==> config.mk <==
export PLATFORM = sky130hd
export DESIGN_NAME = uart_prog_loader
export DESIGN_NICKNAME = d
export VERILOG_FILES = /design/src/rtl/uart_loader_pkg.sv /design/src/rtl/uart_prog_loader.sv
export SDC_FILE = /design/constraint.sdc
export NUM_CORES = 1
export LEC_CHECK = 0
export CORE_ASPECT_RATIO = 1.5
export CORE_MARGIN = 2
export CORE_UTILIZATION = 45
export CTS_CLUSTER_SIZE = 16
export DETAILED_ROUTE_END_ITERATION = 12
export PLACE_DENSITY = 0.67
export SLEW_MARGIN = 20
export SYNTH_ARGS = -nofsm -noshare
export SYNTH_HDL_FRONTEND = slang
export SYNTH_SLANG_ARGS = --single-unit
==> constraint.sdc <==
create_clock -name clk -period 3 [get_ports clk]
set_input_delay 0.9 -clock clk [delete_from_list [all_inputs] [get_ports clk]]
set_output_delay 0.9 -clock clk [all_outputs]
set_load 0.01 [all_outputs]
Metal layers overlaid:
Drawn at 3 px/um.
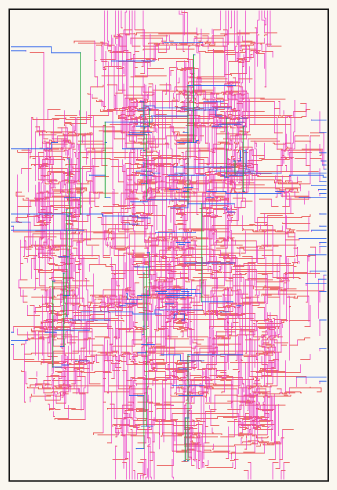
legend:
  metal 3:
    colour: blue
    wire_length: 925 um
  metal 1:
    colour: red
    wire_length: 7750 um
  metal 4:
    colour: green
    wire_length: 558 um
  metal 2:
    colour: magenta
    wire_length: 9940 um
Vias: 6475
WL final: 19.18 mm
per-cell routed wire length: 17.69 um
GRT Overall Usage: 0.2369

The metal 4 layer:
Drawn at 4 px/um. Supply wires on this layer in grey.
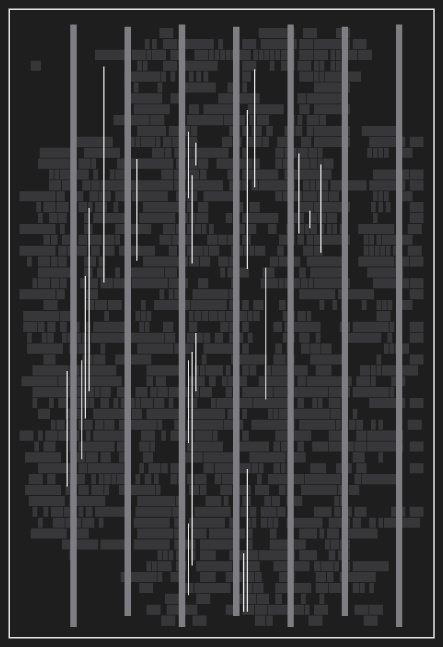
wire length on this layer: 558 um
main direction: vertical
longest straight run: 53.7 um
nets with wire on the layer: 19

Clock nets:
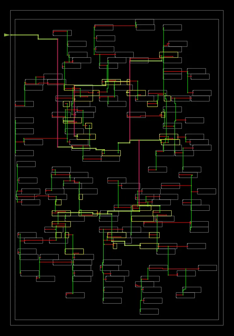
CTS Sinks: 133
CLK BUF: 21
clock network power consumption: 2.00 mW

Where the registers sit:
Drawn at 3 px/um. Other sequential cells in the stronger grey, the rest of the logic in the fainter grey.
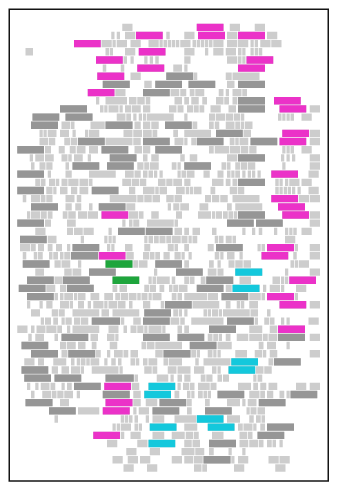
legend:
  base_reg:
    colour: cyan
    flops: 10
  mem_wdata:
    colour: magenta
    flops: 32
  state_reg:
    colour: green
    flops: 2
not coloured: 89
Reg area: 0.003331 mm^2
P_seq: 2.94 mW
Finished Core Util: 0.5769

==> impl_metrics.tcl <==
# implementation run metrics
set metrics [dict create \
    status "finished, final reports clean" \
    peakVddDrop_v 0.0004540 \
    final_layout_size_suffix_gt1_frac 0.1017 \
    synth_area_per_cell_um2 8.960 \
    critical-path-slowest-cell "or4_1" \
    clk_path_buf_depth 2 \
    gr-total-overflow 0 \
    diodes 0 \
    ys_cells 781 \
    max_freq_ghz 0.3928 \
    timing.final.crit_share 0.8487 \
    grt_pass1_wl_mm 31.40 \
    hold_buffers 0 \
    fin_tns_setup_ns 0 \
    ys.flop_type "dfrtp_1" \
    filler_cell_count 1317 \
    hp-class "reg2reg" \
    ant_nets 0 \
    p_total_mw 7.951 \
    worstPathMaxFanout 13 \
    path_clk_slew_ns 0.06 \
    holdWs_ns 0.4746 \
    fin_cells 1084 \
    grt_pass1_vias 6326 \
    required_ns 3.35 \
    crit_buf_inv 0 \
    setup_violations 0 \
    tightestPinTransition_ns 0.7576 \
    synth_area_leader_cell "dfrtp_1" \
    whs_path_depth 2 \
    synth_area_mm2 0.006998 \
    area_delta_synth_final_pct 24.80 \
    antenna_found_initial 0 \
    dieArea_mm2 0.01659 \
    ys_top_cells_by_area "dfrtp_1 (47%), nand2_1 (8.6%), nor2_1 (3.6%)" \
    synth_cell_types 64 \
    drc 0 \
    gp_congestion 0.9155 \
    cts_tree "yes" \
    ys_seq_elements 133 \
    final_nets 921 \
    cts-root-buf "clkbuf_16" \
    numCtsBuffers 17 \
    crit_path_max_incr_delay_ns 0.56 \
    core_area_mm2 0.01514 \
    fp_util 0.4622 \
    drv_slew 0 \
    netlist_instances 781 \
    maxCapViolCount 0 \
    mi_logic_area_mm2 0.003476 \
    hold_viol 0 \
    synth_nets 830 \
    dp_worst_setup_slack_ns 0.1580 \
    synth-edff-count 0 \
    min_period_ns 2.546 \
    slew_headroom 0.4931 \
    rsz0062_at_grt "no" \
    grt_max_degree 54 \
    dp_cells 1052 \
    warning_count 27 \
    worstPathArrival_ns 2.90 \
    ys_seq_frac 0.4760 \
    leakage_nw 3.766 \
    post_cts_buffers 0 \
    crit_top_cell "or4_1" \
    port_buffers 81 \
    startpoint_type "flop" \
    htree_levels 4 \
    rrSetupSlack_ns 0.45 \
    drt_first_pass_iters 5 \
    drt_iter0_drc 482 \
    rows 55 \
    worstSetupEndpointType "flop" \
    die_h_um 156.7 \
    yosys_warnings 0 \
    dp_hpwl_mm 13.59 \
    cts_repair_resize_count 0 \
    p_per_area_mw_per_mm2 910.4 \
    yosys.area.top_type_share 0.4684 \
    ios 82 \
    crit_type "reg2reg" \
    async_flop_share 1.000 \
    crit_chain "or4_1 -> or4_4 -> or3_4 -> or4_1 -> nand3_1" \
    path_depth 5 \
    skew_ns 0.008565 \
    chipWidth_um 105.8 \
    worstRegToRegCells 5 \
    via_per_inst 5.973 \
    yosysChipArea_mm2 0.006998 \
    crit_family "simple AND/OR/NAND/NOR gates" \
    clock_latency_ns 0.42 \
    fin_ws_ns 0.4540 \
]
[logic make-up after synthesis]
logic type | Yosys count | share of synthesized area
buffers and inverters | 51 | 0.02771
XOR/XNOR | 34 | 0.04255
AND-OR/OR-AND | 150 | 0.1409
AND/OR/NAND/NOR | 387 | 0.2678
adder cells (fa/ha/maj) | 14 | 0.02610
flip-flops | 133 | 0.4760
multiplexers | 12 | 0.01895
[per-stage QoR]
stage / cell area, um^2 / utilization
after floorplan: 6998 / -
after global placement: 8163 / 0.5392
after detailed placement: 8163 / 0.5392
after CTS: 8733 / 0.5769
after global routing: 8733 / 0.5769
final: 8733 / 0.5769
[cell usage in the layout (no fill, tap or decap), types with 3 or more instances in the layout]
cell type        instances
a221o_1                  3
clkinv_2                 4
inv_1                   10
clkdlybuf4s50_1         80
o21a_1                   6
o21ai_0                 41
or2_2                    4
nor3_1                  17
a21oi_1                 30
or3_1                   10
clkbuf_8                 3
and3_1                  13
nand3_1                 33
a21o_1                   5
o22a_1                   6
and4_1                   4
dfrtp_1                131
nand2_1                159
ha_1                    13
xnor2_1                  9
buf_4                   30
o22ai_1                  5
nand4_1                 23
nor4b_1                  5
a31oi_1                  7
a32oi_1                  3
mux2_2                  10
nor2_1                  68
o211ai_1                 8
nor4_1                  19
a211oi_1                 3
and2_1                   4
nor3b_1                  4
clkbuf_16               17
xor2_1                  25
o31a_1                   3
or4_1                   14
a22oi_1                  6
[per-layer routing]
metal  track usage  share of wire
met5             0              0
met4        0.1021          0.029
met3       0.03790          0.048
met2        0.4178           0.52
met1        0.2852           0.40
[worst register-to-register path, delay by kind of cell (launching register included)]
family        cells  cell delay (ns)
flops             1             0.43
simple gates      5             2.03
[synth_stat cells (all sizes together), types with 5 or more instances]
cell type	count
o22a	6
a21o	5
ha	13
a31oi	7
xnor2	9
nor4b	5
o211ai	8
nor4	21
a21oi	30
or3	11
nand3	33
nor2	68
nand4	23
buf	5
o21a	6
dfrtp	131
and3	13
o21ai	41
mux2	10
o22ai	5
nand2	160
or4	15
xor2	25
nor3	17
clkbuf	35
a22oi	6
inv	11
[area by class of cell]
type | instances | share of cell area
clock inverters | 11 | 0.01146
multi-input cells | 597 | 0.3980
inverters | 11 | 0.004728
well taps | 199 | 0.02851
repair buffers | 112 | 0.1221
flip-flops and latches | 133 | 0.3814
clock buffers | 21 | 0.05387
[power breakdown]
group          total, mW  switching (mW)  internal [mW]
clock               2.00           0.792           1.21
sequential          2.94           0.530           2.41
combinational       3.02            1.61           1.40
No activity file was given, so power comes from the tool's default toggle rates.
